===== src/rtl/player_plotter_pkg.sv =====
// Shared types and constants for the player sprite plotter.
package player_pkg;

    typedef enum logic [2:0] {
        S_IDLE,
        S_DRAW,
        S_WAIT,
        S_ERASE,
        S_UPDATE,
        S_DONE
    } state_t;

    localparam logic [2:0]  BG_COLOUR     = 3'b000;
    localparam int unsigned SCREEN_WIDTH  = 160;
    localparam int unsigned SCREEN_HEIGHT = 120;
    localparam int unsigned SPRITE_PIXELS = 16;

endpackage


===== src/rtl/player_plotter_sweep.sv =====
// Row-major pixel walker over the sprite rectangle; shared by draw and erase passes.
module sprite_sweep #(
    parameter int unsigned X_W      = 8,
    parameter int unsigned Y_W      = 7,
    parameter int unsigned SPRITE_W = 4,
    parameter int unsigned SPRITE_H = 4
) (
    input  logic           clock,
    input  logic           reset,
    input  logic           start,
    input  logic [X_W-1:0] base_x,
    input  logic [Y_W-1:0] base_y,
    output logic [X_W-1:0] dx,
    output logic [Y_W-1:0] dy,
    output logic [X_W-1:0] px,
    output logic [Y_W-1:0] py,
    output logic           busy,
    output logic           done
);
    localparam int unsigned PIXELS = SPRITE_W * SPRITE_H;
    localparam int unsigned CW     = (PIXELS > 1) ? $clog2(PIXELS) : 1;

    logic [CW-1:0] idx;

    // start is held for the whole pass; dropping it rewinds the walker
    always_ff @(posedge clock) begin
        if (reset || !start || done) begin
            idx <= '0;
        end else begin
            idx <= idx + CW'(1);
        end
    end

    always_comb begin
        dx   = X_W'(32'(idx) % SPRITE_W);
        dy   = Y_W'(32'(idx) / SPRITE_W);
        px   = base_x + dx;
        py   = base_y + dy;
        busy = start;
        done = start && (idx == CW'(PIXELS - 1));
    end

endmodule


===== src/rtl/player_plotter.sv =====
// Player sprite datapath: holds position/colour and animates draw/erase/move steps.
module player_plotter
    import player_pkg::*;
#(
    parameter int unsigned X_W       = 8,
    parameter int unsigned Y_W       = 7,
    parameter int unsigned SPRITE_W  = 4,
    parameter int unsigned SPRITE_H  = 4,
    parameter int unsigned SCREEN_H  = SCREEN_HEIGHT,
    parameter int unsigned END_X     = 156,
    parameter int unsigned OBS_W     = 8,
    parameter int unsigned OBS_H     = 8,
    parameter int unsigned FRAME_DIV = 833334
) (
    input  logic           clock,
    input  logic           reset,
    input  logic           ld_x,
    input  logic           ld_y,
    input  logic           ld_colour,
    input  logic           writeEnable,
    input  logic           draw,
    input  logic [X_W-1:0] x_in,
    input  logic [Y_W-1:0] y_in,
    input  logic [2:0]     colour_in,
    input  logic           move_up,
    input  logic           move_down,
    input  logic [X_W-1:0] obs_x,
    input  logic [Y_W-1:0] obs_y,
    output logic [X_W-1:0] x_out,
    output logic [Y_W-1:0] y_out,
    output logic [2:0]     colour_out,
    output logic           plot,
    output logic           finish
);
    localparam int unsigned FW    = $clog2(FRAME_DIV + 1);
    localparam logic [Y_W:0] Y_MAX = (Y_W+1)'(SCREEN_H - SPRITE_H);

    state_t         state;
    logic [X_W-1:0] x;
    logic [Y_W-1:0] y;
    logic [2:0]     colour;
    logic [FW-1:0]  frame_cnt;

    logic           sweep_start;
    logic           sweep_busy;
    logic           sweep_done;
    logic [X_W-1:0] dx;
    logic [X_W-1:0] px;
    logic [Y_W-1:0] dy;
    logic [Y_W-1:0] py;

    logic [X_W:0]   x_next;
    logic [Y_W:0]   y_inc;
    logic [Y_W:0]   y_next;
    logic           hit_end;
    logic           hit_obs;

    assign sweep_start = draw && ((state == S_DRAW) || (state == S_ERASE));

    sprite_sweep #(
        .X_W      (X_W),
        .Y_W      (Y_W),
        .SPRITE_W (SPRITE_W),
        .SPRITE_H (SPRITE_H)
    ) u_sweep (
        .clock  (clock),
        .reset  (reset),
        .start  (sweep_start),
        .base_x (x),
        .base_y (y),
        .dx     (dx),
        .dy     (dy),
        .px     (px),
        .py     (py),
        .busy   (sweep_busy),
        .done   (sweep_done)
    );

    // Next position and finish tests, one bit wider than the coordinates so nothing wraps
    always_comb begin
        x_next = {1'b0, x} + (X_W+1)'(1);
        y_inc  = {1'b0, y} + (Y_W+1)'(1);
        y_next = {1'b0, y};
        if (move_up && !move_down) begin
            y_next = (y == '0) ? '0 : ({1'b0, y} - (Y_W+1)'(1));
        end else if (move_down && !move_up) begin
            y_next = (y_inc > Y_MAX) ? Y_MAX : y_inc;
        end
        hit_end = (x_next + (X_W+1)'(SPRITE_W)) >= (X_W+1)'(END_X);
        hit_obs = (x_next < ({1'b0, obs_x} + (X_W+1)'(OBS_W)))
               && ({1'b0, obs_x} < (x_next + (X_W+1)'(SPRITE_W)))
               && (y_next < ({1'b0, obs_y} + (Y_W+1)'(OBS_H)))
               && ({1'b0, obs_y} < (y_next + (Y_W+1)'(SPRITE_H)));
    end

    always_ff @(posedge clock) begin
        if (reset) begin
            state      <= S_IDLE;
            x          <= '0;
            y          <= '0;
            colour     <= '0;
            frame_cnt  <= '0;
            x_out      <= '0;
            y_out      <= '0;
            colour_out <= '0;
            plot       <= 1'b0;
            finish     <= 1'b0;
        end else begin
            plot <= 1'b0;
            if (!draw) begin
                if (ld_x)      x      <= x_in;
                if (ld_y)      y      <= y_in;
                if (ld_colour) colour <= colour_in;
                if ((state == S_IDLE) && (ld_x || ld_y || ld_colour)) finish <= 1'b0;
            end

            if (!draw && (state != S_DONE)) begin
                state     <= S_IDLE;
                frame_cnt <= '0;
            end else begin
                case (state)
                    S_IDLE: state <= S_DRAW;
                    S_DRAW, S_ERASE: begin
                        x_out      <= px;
                        y_out      <= py;
                        colour_out <= (state == S_DRAW) ? colour : BG_COLOUR;
                        plot       <= writeEnable && sweep_busy;
                        if (sweep_done) state <= (state == S_DRAW) ? S_WAIT : S_UPDATE;
                    end
                    S_WAIT: begin
                        if (frame_cnt == FW'(FRAME_DIV - 1)) begin
                            frame_cnt <= '0;
                            state     <= S_ERASE;
                        end else begin
                            frame_cnt <= frame_cnt + FW'(1);
                        end
                    end
                    S_UPDATE: begin
                        x <= x_next[X_W-1:0];
                        y <= y_next[Y_W-1:0];
                        if (hit_end || hit_obs) begin
                            finish <= 1'b1;
                            state  <= S_DONE;
                        end else begin
                            state  <= S_DRAW;
                        end
                    end
                    S_DONE:  state <= S_DONE;
                    default: state <= S_IDLE;
                endcase
            end
        end
    end

    sweep_tracks_base: assert property (@(posedge clock) disable iff (reset)
        sweep_busy |-> ((px == x + dx) && (py == y + dy)));

endmodule


===== config.mk =====
export PLATFORM = sky130hd
export DESIGN_NAME = player_plotter
export DESIGN_NICKNAME = d
export VERILOG_FILES = /design/src/rtl/player_plotter_pkg.sv /design/src/rtl/player_plotter_sweep.sv /design/src/rtl/player_plotter.sv
export SDC_FILE = /design/constraint.sdc
export NUM_CORES = 1
export LEC_CHECK = 0
export CAP_MARGIN = 20
export CELL_PAD_IN_SITES_DETAIL_PLACEMENT = 0
export CELL_PAD_IN_SITES_GLOBAL_PLACEMENT = 1
export CORE_MARGIN = 2
export CORE_UTILIZATION = 42
export DETAILED_ROUTE_END_ITERATION = 8
export GPL_TIMING_DRIVEN = 0
export PLACE_DENSITY = 0.9
export SYNTH_ARGS = -nofsm -noshare
export SYNTH_HDL_FRONTEND = slang
export SYNTH_SLANG_ARGS = --single-unit

===== constraint.sdc =====
create_clock -name clock -period 4.8 [get_ports clock]
set_clock_uncertainty 0.2 [all_clocks]
set_input_delay 0.96 -clock clock [delete_from_list [all_inputs] [get_ports clock]]
set_output_delay 0.96 -clock clock [all_outputs]
set_load 0.01 [all_outputs]

==> ds_physical_params.txt, run 1 <==
Characteristics after synthesis and place and route

Parameter                              Value

Run status
  Status    finished clean

Setup path
  Worst Path Max Fanout    10
  Critical path launch point type    input port
  Worst setup path end    finish
  Worst-case reg-to-reg path depth    15

Final timing
  Pins over their slew limit    0
  Count of final hold-check violations    0
  Number of setup violations in the final report    0
  Top achievable clock speed    0.2203 GHz

Detailed routing
  Routed wire length on met3    659 um
  Post-detailed-route via-to-cell ratio    5.670
  Routed wire length per instance    15.78 um
  Sum of met2 wire segment lengths after detailed routing    6144 um

Logic synthesis
  Area share of the leading cell type in the synthesized netlist    27.18%
  Count of distinct cell types in the synthesized netlist    66
  Share of the synthesized netlist area taken by xor and xnor gates    8.050%
  Number of enable flip-flop cells    0
  Chip area estimate from yosys synthesis    0.004787 mm^2
  Synth top area cells    dfxtp_1 (27%), ha_1 (12%), nor2_1 (5.5%)
  Most used flip-flop cell    dfxtp_1

GRT
  Maximum number of pins on one net before global-route repair    11
  Vias in the first global route    4462
  Number of antenna violations at the first check in global routing    0
  Global routing met3 resource utilization    3.445%
  Wire length of the first global-routing pass    21450 um
  Global-route track usage on met1    27.53%

Min path
  Hold_sp    colour_out[2]

Run
  Max-cap violations    0

Placed design
  Placement-stage worst setup slack    -0.4937 ns
  HPWL reported at the end of detailed placement    10050 um
  Post-Place Cell Area    0.005573 mm^2

Final layout
  Storage cell area    0.001301 mm^2
  Most frequent cells in the layout    nor2_1 (70), dfxtp_1 (65), clkdlybuf4s50_1 (61)
  Portion of the layout cell area used by clock cells    5.018%
  Fraction of layout cells with a size suffix above 1    6.745%
  Buffer share of cell area    13.06%
  Layout Nets    767

Power
  Cell Pwr Density    252.2 mW/mm^2

Floorplan
  Placeable core region    0.01098 mm^2
==> run 1: what timing repair did <==
item / 4_1_cts / 5_1_grt
gates resized: 3 / 6
pin swaps: 0 / 2
setup endpoints to repair: 2 / 2
buffers inserted: 0 / 1
==> run 1: state kept, by name, summed over array words and instances, names as in the netlist <==
| name | flops |
|---|---|
| y | 7 |
| plot | 1 |
| frame_cnt | 20 |
| finish | 1 |
| colour | 3 |
| x_out | 8 |
| state | 3 |
| colour_out | 3 |
| x | 8 |
| u_sweep.idx | 4 |
| y_out | 7 |
==> run 1: where the power goes <==
group	total, mW	internal (mW)	leakage (nW)	switching [mW]
Clock	0.656	0.426	0.148	0.230
Combinational	0.270	0.123	1.56	0.147
Sequential	0.565	0.553	0.527	0.0112
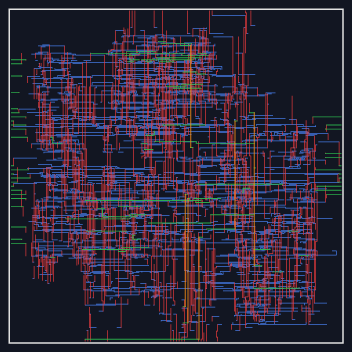
*Signal wires by layer, run 1*
Scale: 3 px per um.
Key: metal 2 = red [wire length 6140 um]; metal 3 = green [wire length 660 um]; metal 1 = blue [wire length 5930 um]; metal 4 = orange [wire length 234 um]

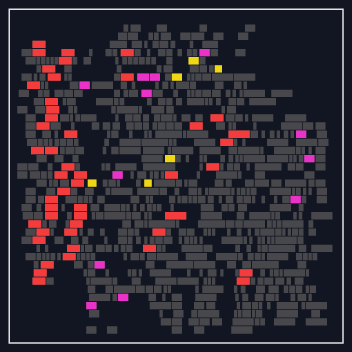
*Gate-type map, run 1*
Scale: 3 px per um.
Key: non-inverting ao/oa cells = yellow [cells 6, most used a21o_1]; mux cells = magenta [cells 12, most used mux2i_1, where widely spread]; fa/ha/maj cells = red [cells 47, most used ha_1]

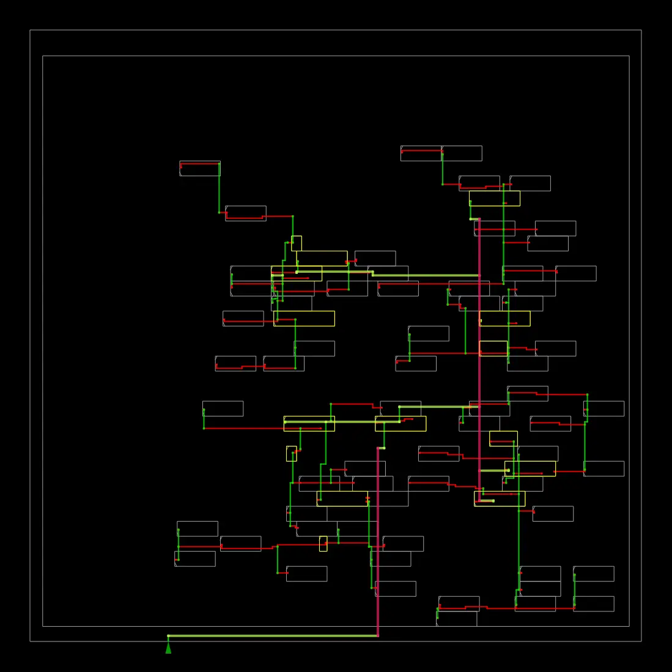
*Clock routing, run 1*
clock tree buffer count of the final layout: 12
Clock Power: 0.656 mW
clock buffer count from CTS: 9

### Wires at chosen ports, followed through buffers, run 1

Scale: 4 px per um.
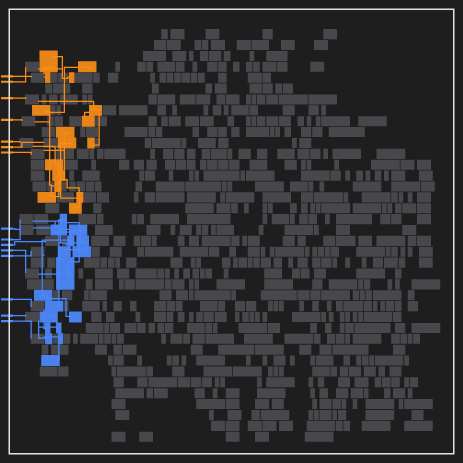

==> run 1 -> run 2 <==
- CORE_UTILIZATION: 42 -> 40
- PLACE_DENSITY: 0.9 -> 0.87
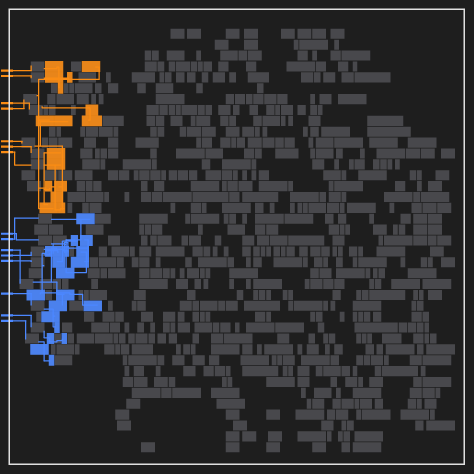
*Wires at chosen ports, followed through buffers, run 2*
Scale: 4 px per um.
Key: obs_y = orange [bits 7, direction input, edge left, end cells 17, buffers 7, wire 207 um]; obs_x = blue [bits 8, direction input, edge left, end cells 20, buffers 8, wire 225 um]

==> ds_physical_params.txt, run 2 <==
Characteristics after synthesis and place and route

Parameter                              Value

Floorplan
  Placeable core region    0.01156 mm^2
  Die Span X    113.4 um
  Die footprint    0.01286 mm^2

Logic synthesis
  Number of enable flip-flop cells    0
  Share of synthesized area spent on multiplexers    2.535%
  Synth top area cells    dfxtp_1 (27%), ha_1 (12%), nor2_1 (5.5%)
  Share of the synthesized netlist area taken by xor and xnor gates    8.050%
  Simple Share, Synth    24.96%
  Chip area estimate from yosys synthesis    0.004787 mm^2
  Area share of the leading cell type in the synthesized netlist    27.18%
  Count of distinct cell types in the synthesized netlist    66
  Most used flip-flop cell    dfxtp_1
  Yosys warning count    0

Final timing
  Transition at the pin with the smallest max-transition slack    0.9567 ns
  Count of final hold-check violations    0
  Top achievable clock speed    0.2202 GHz
  Number of setup violations in the final report    0
  Fin crit share    94.63%
  Total Negative Setup Slacks    0 ns
  Pins over their slew limit    0

GRT
  Global routing met3 resource utilization    2.285%
  Vias in the first global route    4446
  Number of antenna violations at the first check in global routing    0
  Residual overflow from global routing    0
  Wire length of the first global-routing pass    21420 um
  Maximum number of pins on one net before global-route repair    13
  Global-route track usage on met1    28.21%

Setup path
  Worst endpoint data arrival time    4.58 ns
  Worst Path Max Fanout    6
  Cell with the largest stage delay on the worst path    clkdlybuf4s50_1
  Critical path launch point type    input port
  Critical path class    input port to register
  CP required    4.84 ns
  Crit path buffers/inverters    1
  Gate family responsible for the most delay along the worst path    simple AND/OR/NAND/NOR gates

Detailed routing
  Routed wire length per instance    15.80 um
  Post-detailed-route via-to-cell ratio    5.618
  Routed wire length on met3    633 um
  Violation tally from detailed-route iteration zero    302
  Sum of met2 wire segment lengths after detailed routing    5956 um
  Post-route antenna net violation count    0
  Remaining design rule violation count    0

Placed design
  Placement-stage worst setup slack    -0.4265 ns
  Final RePlAce weighted congestion    0.9154
  HPWL reported at the end of detailed placement    10180 um
  Post-Place Cells    808

Clocking
  Clock buffer count from CTS    9
  TritonCTS clock tree    done
  Number of buffers added for setup after CTS    0
  Resized Gates After CTS    3
  Hold_buf cts    0
  Clk slew on worst S/H paths    0.05 ns
  Root buffer cell    clkbuf_16

Min path
  HP Class    register to register

Power
  Part of the power in registers    36.3%
  Clock Power    0.721 mW
  Total power draw    1.557 mW
  Reported combinational group power    0.272 mW
  Cell Pwr Density    261.3 mW/mm^2
  Switch Pwr    0.4088 mW
  Share of power burned in combinational logic    17.5%
  Cell-internal power    1.148 mW
  Pwr top    the clock network
  Switching part of the total    26.25%
  Clk pwr share    46.3%
  Power consumed by sequential cells    0.564 mW
  Reported leakage power    2.254 nW

Final layout
  Storage cell area    0.001301 mm^2
  Most frequent cells in the layout    nor2_1 (70), dfxtp_1 (65), clkdlybuf4s50_1 (61)
  Filler-free cell count of the finished design    827
  Largest register by flop count    frame_cnt
  Fraction of layout cells with a size suffix above 1    7.310%
  Number of flip-flops under the largest register name    20
  Largest registers    frame_cnt (20), x (8), x_out (8)
  Layout Nets    768

Run
  Count of warning messages emitted by the tools    34
  Max-cap violations    0

Run status
  Status    finished clean
## run 2: worst paths after layout
check	cells after the start	slack, ns	to	from
max	15	0.26	finish	move_down
min	2	0.25	colour_out[0]	colour_out[0]
max reg2reg	17	0.32	finish	y[1]
min reg2reg	2	0.25	colour_out[0]	colour_out[0]
## run 2: layout make-up
type | instances | share of cell area [%]
multi-input cells | 469 | 54.06
flip-flops and latches | 65 | 21.83
repair buffers | 64 | 10.62
clock buffers | 10 | 4.010
well taps | 143 | 3.002
plain buffers | 31 | 2.498
inverters | 39 | 2.456
clock inverters | 6 | 1.512
## run 2: stage by stage
step	area, um^2	utilization [%]
2_1_floorplan	4787	-
3_3_place_gp	5577	48.22
3_5_place_dp	5577	48.22
4_1_cts	5919	51.18
5_1_grt	5959	51.53
6_report	5959	51.53
No activity file was given, so power comes from the tool's default toggle rates.
